Run 1, power grid:
Drawn at 6 px/um. Pins as bars on the die edge. Tap cells in grey.
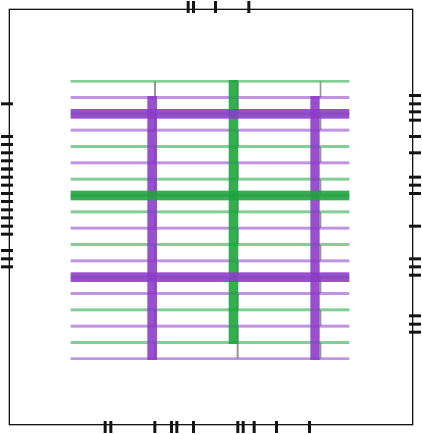
Run 1, metal layers overlaid:
Drawn at 6 px/um.
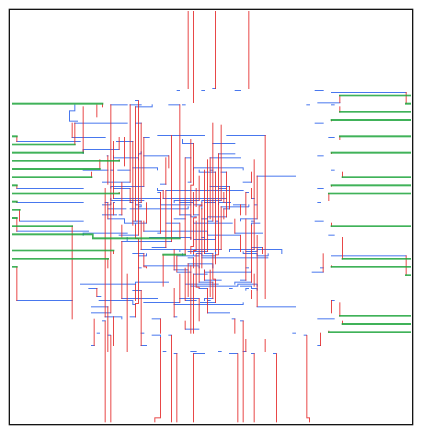
Run 1, clock wiring as the flow saved it:
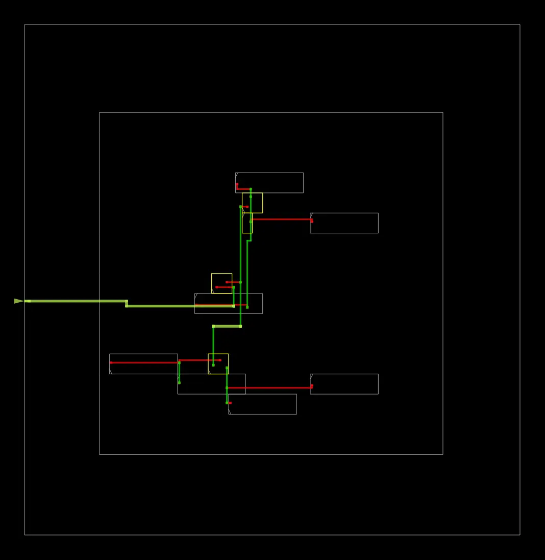
File: src/rtl/pipe_stall_ctrl.sv
// ---------------------------------------------------------------------------
// pipe_stall_ctrl
//
// Central stall/flush controller for a 5-stage MIPS32 pipeline. It combines
// load-use hazards, branch/jump resolution, mult/div occupancy and the
// data-memory handshake into write-enables and flushes for the pipeline
// registers. It owns a two-state memory-wait FSM and a mult/div busy counter.
//
// Parameters:
//   MD_LATENCY  cycles the mult/div unit stays busy after an accepted issue
//   CNT_W       width of the stall-cycle counter output
//
// Ports:
//   clk, reset        clock, asynchronous active-high reset
//   LdUseHazard       load-use hazard from the ID-stage detector
//   ID_Jump           jump decoded in ID
//   EX_BranchTaken    branch resolved taken in EX
//   EX_MdStart        mult/div instruction issuing from EX
//   ID_MdUse          ID instruction reads HI/LO or is itself mult/div
//   MEM_Req           one-cycle pulse: load/store entered MEM
//   MEM_Ready         data memory completes the access
//   PC_Write, IF_ID_Write, EX_MEM_Write    register load enables
//   IF_ID_Flush, ID_EX_Flush, MEM_WB_Flush register flush / bubble controls
//   MdBusy            mult/div unit occupied
//   StallCnt          saturating count of cycles with PC_Write low
//
// Build option: define STALL_CNT_EN to include the stall-cycle counter;
// otherwise StallCnt is tied to zero and no counter register exists.
// ---------------------------------------------------------------------------
module pipe_stall_ctrl #(
  parameter int MD_LATENCY = 32,
  parameter int CNT_W      = 32
) (
  input  logic             clk,
  input  logic             reset,
  input  logic             LdUseHazard,
  input  logic             ID_Jump,
  input  logic             EX_BranchTaken,
  input  logic             EX_MdStart,
  input  logic             ID_MdUse,
  input  logic             MEM_Req,
  input  logic             MEM_Ready,
  output logic             PC_Write,
  output logic             IF_ID_Write,
  output logic             IF_ID_Flush,
  output logic             ID_EX_Flush,
  output logic             EX_MEM_Write,
  output logic             MEM_WB_Flush,
  output logic             MdBusy,
  output logic [CNT_W-1:0] StallCnt
);

  localparam int MD_W = $clog2(MD_LATENCY + 1);
  localparam logic [MD_W-1:0] MD_LOAD = MD_W'(MD_LATENCY);

  typedef enum logic {
    RUN      = 1'b0,
    MEM_WAIT = 1'b1
  } state_t;

  state_t          state_reg;
  state_t          state_next;
  logic [MD_W-1:0] md_cnt_reg;
  logic [MD_W-1:0] md_cnt_next;
  logic            freeze;
  logic            md_busy_int;
  logic            stall;

  // -------------------------------------------------------------------------
  // State registers
  // -------------------------------------------------------------------------
  always_ff @(posedge clk or posedge reset) begin
    if (reset) begin
      state_reg  <= RUN;
      md_cnt_reg <= '0;
    end else begin
      state_reg  <= state_next;
      md_cnt_reg <= md_cnt_next;
    end
  end

  // -------------------------------------------------------------------------
  // Memory-wait FSM. A MEM_Req seen while already waiting is ignored; a
  // zero-wait access (Ready with Req) neither freezes nor changes state.
  // -------------------------------------------------------------------------
  always_comb begin
    state_next = state_reg;
    freeze     = 1'b0;
    case (state_reg)
      RUN: begin
        if (MEM_Req && !MEM_Ready) begin
          freeze     = 1'b1;
          state_next = MEM_WAIT;
        end
      end
      MEM_WAIT: begin
        if (MEM_Ready) begin
          state_next = RUN;
        end else begin
          freeze = 1'b1;
        end
      end
      default: state_next = RUN;
    endcase
  end

  // -------------------------------------------------------------------------
  // Mult/div busy counter. An issue during freeze is not accepted because the
  // EX instruction is held; the unit itself keeps counting through a freeze.
  // A new issue while busy simply restarts the count.
  // -------------------------------------------------------------------------
  always_comb begin
    md_cnt_next = md_cnt_reg;
    if (EX_MdStart && !freeze) begin
      md_cnt_next = MD_LOAD;
    end else if (md_cnt_reg != '0) begin
      md_cnt_next = md_cnt_reg - MD_W'(1);
    end
  end

  assign md_busy_int = (md_cnt_reg != '0);
  assign stall       = LdUseHazard || (ID_MdUse && md_busy_int);

  // -------------------------------------------------------------------------
  // Pipeline control in strict priority: reset, freeze, taken branch,
  // ID stall, jump, default.
  // -------------------------------------------------------------------------
  always_comb begin
    PC_Write     = 1'b1;
    IF_ID_Write  = 1'b1;
    IF_ID_Flush  = 1'b0;
    ID_EX_Flush  = 1'b0;
    EX_MEM_Write = 1'b1;
    MEM_WB_Flush = 1'b0;
    MdBusy       = md_busy_int;
    if (reset) begin
      PC_Write     = 1'b0;
      IF_ID_Write  = 1'b0;
      IF_ID_Flush  = 1'b1;
      ID_EX_Flush  = 1'b1;
      EX_MEM_Write = 1'b0;
      MEM_WB_Flush = 1'b1;
      MdBusy       = 1'b0;
    end else if (freeze) begin
      PC_Write     = 1'b0;
      IF_ID_Write  = 1'b0;
      EX_MEM_Write = 1'b0;
      MEM_WB_Flush = 1'b1;
    end else if (EX_BranchTaken) begin
      // The ID instruction is squashed, so any ID-stage stall is moot.
      IF_ID_Flush = 1'b1;
      ID_EX_Flush = 1'b1;
    end else if (stall) begin
      // A concurrent jump is dropped here and seen again next cycle.
      PC_Write    = 1'b0;
      IF_ID_Write = 1'b0;
      ID_EX_Flush = 1'b1;
    end else if (ID_Jump) begin
      IF_ID_Flush = 1'b1;
    end
  end

  // -------------------------------------------------------------------------
  // Optional saturating stall-cycle counter.
  // -------------------------------------------------------------------------
`ifdef STALL_CNT_EN
  logic [CNT_W-1:0] stall_cnt_reg;

  always_ff @(posedge clk or posedge reset) begin
    if (reset) begin
      stall_cnt_reg <= '0;
    end else if (!PC_Write && (stall_cnt_reg != '1)) begin
      stall_cnt_reg <= stall_cnt_reg + CNT_W'(1);
    end
  end

  assign StallCnt = stall_cnt_reg;
`else
  assign StallCnt = '0;
`endif

endmodule

File: config.mk
export PLATFORM = sky130hd
export DESIGN_NAME = pipe_stall_ctrl
export DESIGN_NICKNAME = d
export VERILOG_FILES = /design/src/rtl/pipe_stall_ctrl.sv
export SDC_FILE = /design/constraint.sdc
export NUM_CORES = 1
export LEC_CHECK = 0
export CORE_AREA = 10 10 57 59
export DETAILED_ROUTE_END_ITERATION = 10
export DIE_AREA = 0 0 67 69
export GPL_TIMING_DRIVEN = 0
export PLACE_DENSITY_LB_ADDON = 0.08
export SETUP_SLACK_MARGIN = 0.02
export SLEW_MARGIN = 20
export SYNTH_ARGS = -nofsm -noshare
export SYNTH_HDL_FRONTEND = slang
export SYNTH_SLANG_ARGS = --single-unit
File: constraint.sdc
create_clock -name clk -period 2.02 [get_ports clk]
set_input_delay 0.404 -clock clk [delete_from_list [all_inputs] [get_ports clk]]
set_output_delay 0.404 -clock clk [all_outputs]
set_load 0.005 [all_outputs]
==> ci_impl_report.md, run 1 <==
## Synthesis and layout report

| Metric | Value |
|---|---|
| Flops out of synthesis | `7` |
| First-pass GRT wire length | `3080 um` |
| Slowest-stage cell, CP | `or3b_4` |
| Die width | `67 um` |
| Wirelength per Cell | `11.4 um` |
| Routed WL | `2010 um` |
| Area Overhead vs Synth | `65.2%` |
| Fin util | `54.7%` |
| Worst R2R End | `md_cnt_reg[1]` |
| Crit Path Class | `reg2out` |
| Setup crit end | `ID_EX_Flush` |
| Yosys adder share | `3.51%` |
| Clk slew on worst S/H paths | `50 ps` |
| Setup ws final | `-167 ps` |
| Violated checks | `negative setup slack` |
| Detail Placement HPWL | `1520 um` |
| Port Buf Inserts | `15` |
| Cell type with the largest total area | `buf_4` |
| Compound-gate portion of the synthesized area | `14.6%` |
| Crit-path cells | `inv_2 > ha_4 > or3b_4 > buf_6 > nor4_4 > o21ai_1 > buf_2` |
| Largest net degree at the start of global routing | `9` |
| Die area | `4620 um2` |
| Synth top cells by count | `33 x buf_4, 7 x dfrtp_1, 7 x inv_1` |
| Final Max Slew Viols | `0` |
| Status | `complete, but fails checks` |
| Initial antenna violation count | `0` |
| Biggest area cells | `buf_4 35%, dfrtp_1 25%, inv_1 3.7%` |
| Top cells excl fill/tap | `42 x buf_4, 32 x conb_1, 7 x clkdlybuf4s50_1, 7 x dfrtp_1, 5 x o21ai_0` |
| # setup viols final | `5` |
| Crit path DAT | `1780 ps` |
| CTS tree | `built` |
| Global route overflow | `0` |
Back to the opening pictures, 'power grid':
Purple shows VSS. Green shows VDD.
3 straps on met4. 18 met1 rails follow the rows. 28 tap cells. 3 straps on met5. The core has 17 rows.

Back to the opening pictures, 'metal layers overlaid':
Green shows met3, wire length 354 um. Blue shows met1, wire length 647 um. Red shows met2, wire length 1010 um.

Back to the opening pictures, 'clock wiring as the flow saved it':
Clock group: 0.128 mW
Max Clock Skew: 2.22 ps
flip-flops: 7
CTS Buf Count: 3
clkbuf count: 4

## run 1: area by class of cell
| cell class | instances | area (um2) | share of cell area [%] |
|---|---|---|---|
| Multi-Input combinational cell | 71 | 438 | 37.2 |
| Tap cell | 28 | 35.0 | 2.98 |
| Sequential cell | 7 | 175 | 14.9 |
| Buffer | 33 | 248 | 21.1 |
| Inverter | 7 | 28.8 | 2.45 |
| Clock buffer | 4 | 26.3 | 2.23 |
| Timing Repair Buffer | 26 | 225 | 19.1 |
## run 1: logic make-up after synthesis
kind of cell	Yosys count
AND-OR/OR-AND	16
XOR/XNOR	1
adder cells (fa/ha/maj)	2
buffers and inverters	41
flip-flops	7
other	1
AND/OR/NAND/NOR	20
## run 1: power breakdown
part           internal (mW)  total, mW  leakage [nW]  switching [mW]
Combinational          0.309      0.561         0.548           0.252
Clock                 0.0754      0.128        0.0150          0.0527
Sequential             0.191      0.251        0.0862          0.0599
Total                  0.575      0.940         0.649           0.365
## run 1: through the flow
step	cells	worst slack [ps]	instance area, um2	hold slack [ps]	power, mW
after floorplan	119	118	828	222	0.520
after global placement	162	-544	1010	532	0.614
after detailed placement	162	-536	1010	537	0.623
after CTS	176	-143	1150	532	0.907
after global routing	176	-233	1180	227	1.02
final	176	-167	1180	219	0.940
## run 1: per-layer routing
layer | wire length [um] | track usage, %
met5 | 0 | 0
met4 | 0 | 2.04
met3 | 354 | 6.60
met2 | 1010 | 13.9
met1 | 646 | 6.93
## run 1: what timing repair did
item	4_1_cts	5_1_grt
pin swaps	7	3
gates resized	36	6
buffers inserted	10	1
endpoints found under the setup margin	7	6
## run 1: worst max-delay path: cells and delay by family (launching register included)
kind,cells,cell delay (ps)
flops,1,390
buf+inv,3,360
compound gates,1,100
simple gates,2,550
fa+ha+maj,1,130
==> run 2, diff against run 1 <==
Settings changed: CAP_MARGIN from default to 5, REMOVE_ABC_BUFFERS from default to 1.
Run 2, metal layers overlaid:
Drawn at 6 px/um.
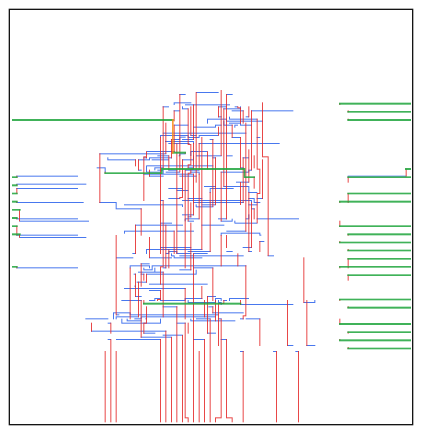
Red shows met2, wire length 911 um. Orange shows met4, wire length 5.40 um. Blue shows met1, wire length 716 um. Green shows met3, wire length 287 um.

Run 2, M2 wires:
Drawn at 4 px/um.
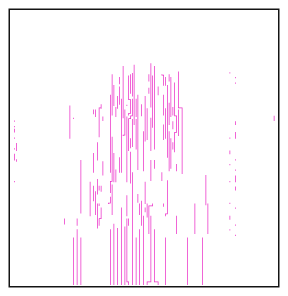
The wires run mostly vertical. The longest straight run is 28.1 um.

==> run 2 against run 1 <==
Die size unchanged. Worst hold slack gained 110 ps. Sequential power barely moved. Count of clock-buffer cells in the layout unchanged. Routed wire length down 4.3%. Synthesized cell count unchanged. Register-to-register slack better by 70 ps. Clock skew up 0.96 ps. Cell area fell by 24%. Worst setup slack better by 120 ps. Power down 8.3%. Non-clock buffer count down 34. The run still ends with negative setup slack left.
==> ci_impl_report.md, run 2 <==
## Synthesis and layout report

| Metric | Value |
|---|---|
| Max Clock Skew | `3.18 ps` |
| Final Max Slew Viols | `0` |
| Worst hold slack | `329 ps` |
| Final std cells w/o fill | `142` |
| CTS Buf Count | `3` |
| Die width | `67 um` |
| Cell type with the largest total area | `buf_4` |
| Status | `complete, but fails checks` |
| Violated checks | `negative setup slack` |
| Crit-path cells | `inv_2 > ha_4 > or3b_4 > nor2_4 > o311a_1 > buf_2` |
| WP buf/inv | `2` |
| Design Area, Final | `893 um2` |
| Port Buf Inserts | `15` |
| Total power draw | `0.862 mW` |
| Crit path DAT | `1660 ps` |
| Fin util | `41.6%` |
| Setup ws final | `-47.4 ps` |
| Wirelength per Cell | `13.5 um` |
| Area Overhead vs Synth | `25.5%` |
| Slowest-stage cell, CP | `or3b_4` |
| DR WL met3 | `287 um` |
| DP Area | `762 um2` |
| Clk slew on worst S/H paths | `60 ps` |
| # setup viols final | `5` |
| Detail Placement HPWL | `1470 um` |
| Synth top cells by count | `33 x buf_4, 7 x dfrtp_1, 7 x inv_1` |
| Met2 Use GR | `12.4%` |
==> run 2: cell type report <==
| type | count | area [um2] |
|---|---|---|
| Inverter | 7 | 30.0 |
| Sequential cell | 7 | 175 |
| Fill cell | 231 | 1250 |
| Clock buffer | 4 | 26.3 |
| Tap cell | 28 | 35.0 |
| Timing Repair Buffer | 25 | 200 |
| Multi-Input combinational cell | 71 | 427 |
==> run 2: logic make-up (layout without fill, tap and decap cells) <==
family / Yosys count / in the layout / share of synthesized area, %
and+or+nand+nor: 20 / 20 / 16.5
AOI/OAI and AO/OA: 16 / 16 / 14.6
adders and majority gates: 2 / 2 / 3.51
other: 1 / 32 / 0.527
DFF: 7 / 7 / 24.6
buffers and inverters: 41 / 36 / 39.0
xor gates and xnor gates: 1 / 1 / 1.23
==> run 2: worst paths after layout <==
check | start | depth (start not counted) | slack [ps] | endpoint
max | md_cnt_reg[0] | 6 | -50 | PC_Write
min | reset | 3 | 330 | md_cnt_reg[5]
max reg2reg | md_cnt_reg[1] | 4 | 410 | md_cnt_reg[5]
min reg2reg | md_cnt_reg[2] | 2 | 640 | md_cnt_reg[2]
max in group asynchronous | reset | 3 | 1560 | md_cnt_reg[3]
min in group clk | md_cnt_reg[2] | 2 | 640 | md_cnt_reg[2]
==> run 2: report_power, final <==
group | switching (mW) | total, mW | internal, mW | leakage, nW
clock | 0.0580 | 0.134 | 0.0758 | 0.0150
sequential | 0.0597 | 0.250 | 0.191 | 0.0862
combinational | 0.231 | 0.478 | 0.247 | 0.346
==> run 2: what timing repair did <==
action | 4_1_cts | 5_1_grt
setup buffers | 8 | 2
pin swaps | 5 | 2
setup endpoints to repair | 7 | 6
gates resized | 35 | 1
==> run 2: tightest hold or removal path: stages <==
cell and delay (ps):
dlygate4sd2_1 280, clkinvlp_4 80, buf_4 160
==> run 3, diff against run 2 <==
Settings changed: CAP_MARGIN 5 to 20, SLEW_MARGIN 20 to 10.
Run 3, metal 3:
Drawn at 4 px/um. Cells faint in the background.
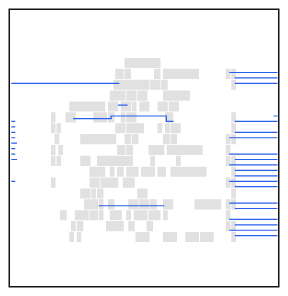
The layer carries 287 um of wire. The wires run mostly horizontal. The longest straight run is 26.7 um. The layer holds 15% of the routed length. 32 nets have wire on it.

Run 3, M2 wires:
Drawn at 4 px/um.
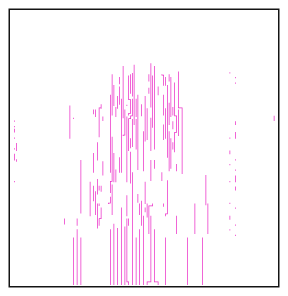
The longest straight run is 28.1 um. The layer holds 47% of the routed length. 114 nets have wire on it. The wires run mostly vertical. The layer carries 911 um of wire.
Routed WL: 1920 um
met2 Use GR: 12.4%
DR vias: 594

==> run 3 against run 2 <==
The run still ends with negative setup slack left. Worst hold slack stayed put. Worst setup slack unchanged. Routed wire length is the same. Sequential power barely moved. Cell area did not move. Combinational power hardly changed. Clock skew is the same. Die size did not move. Register-to-register slack barely moved. Via count did not move. Final cell count unchanged. Synthesized cell count unchanged. Largest cell class unchanged. Highest routed layer unchanged.
==> ci_impl_report.md, run 3 <==
## Synthesis and layout report

| Metric | Value |
|---|---|
| Clkbuf count | `4` |
| Setup ws final | `-47.4 ps` |
| Multi-input logic area | `427 um2` |
| Final Max Slew Viols | `0` |
| Largest net degree at the start of global routing | `9` |
| Wirelength per Cell | `13.5 um` |
| FF+latch area | `175 um2` |
| Non-clock buffers | `25` |
| Clock network share of area | `2.94%` |
| Reg power frac | `29.0%` |
| Sequential fraction of total cell area | `19.6%` |
| Fin util | `41.6%` |
| Combinational fraction of the cell area | `47.8%` |
| Port Buf Inserts | `15` |
| Design Area, Final | `893 um2` |
| Clk slew on worst S/H paths | `60 ps` |
| Biggest area cells | `buf_4 35%, dfrtp_1 25%, inv_1 3.7%` |
| Tapcells | `28` |
| Violated checks | `negative setup slack` |
| # setup viols final | `5` |
| Top cell class by occupied area | `multi-input combinational cells` |
| Crit Path Class | `reg2out` |
| FILL cells | `231` |
| Status | `complete, but fails checks` |
| Die width | `67 um` |
| Sw Share | `40.5%` |
| Die area | `4620 um2` |
| Final non-clock buffer share | `22.4%` |
| Detail Placement HPWL | `1470 um` |
| Flops out of synthesis | `7` |
| Inst Count DP | `128` |
| CTS Buf Count | `3` |
| Synth top cells by count | `33 x buf_4, 7 x dfrtp_1, 7 x inv_1` |
| Flip-flops | `7` |
| Combinational share of power | `55.4%` |
-- run 3: final timing paths --
path	startpoint	end	slack, ps	depth (start not counted)
setup / recovery	md_cnt_reg[0]	PC_Write	-50	6
hold / removal	reset	md_cnt_reg[5]	330	3
setup reg to reg	md_cnt_reg[1]	md_cnt_reg[5]	410	4
hold reg to reg	md_cnt_reg[2]	md_cnt_reg[2]	640	2
max in group asynchronous	reset	md_cnt_reg[3]	1560	3
min in group clk	md_cnt_reg[2]	md_cnt_reg[2]	640	2
-- run 3: kinds of logic (layout without fill, tap and decap cells) --
logic type | Yosys count | in the layout | synth area share, %
compound gates | 16 | 16 | 14.6
xor+xnor | 1 | 1 | 1.23
fa+ha+maj | 2 | 2 | 3.51
buf+inv | 41 | 36 | 39.0
flops | 7 | 7 | 24.6
other cells | 1 | 32 | 0.527
simple gates | 20 | 20 | 16.5
-- run 3: layer usage --
metal | routed length (um) | vias up | global-route usage, %
met5 | 0 | - | 0
met3 | 287 | 2 | 4.67
li1 | - | 285 | -
met4 | 5 | 0 | 1.36
met1 | 715 | 272 | 8.03
met2 | 910 | 35 | 12.4
-- run 3: critical path: stages, from the launching register on --
cell     delay (ps)
dfrtp_1         390
inv_2            90
ha_4            130
or3b_4          410
nor2_4          110
o311a_1         160
buf_2           120
-- run 3: repair_timing --
| item | 4_1_cts | 5_1_grt |
|---|---|---|
| resized | 35 | 1 |
| endpoints found under the setup margin | 7 | 6 |
| setup buffers | 8 | 2 |
| pin swaps | 5 | 2 |
-- run 3: power by group through the flow --
stage               clock network (mW)  registers, mW  logic (mW)
detailed placement                   0          0.250       0.320
floorplan                            0          0.233       0.234
CTS                              0.137          0.249       0.448
global route                     0.142          0.258       0.533
global placement                     0          0.247       0.320
finish                           0.134          0.250       0.478
Power figures rest on the tool's default switching activity, not on a simulated workload.
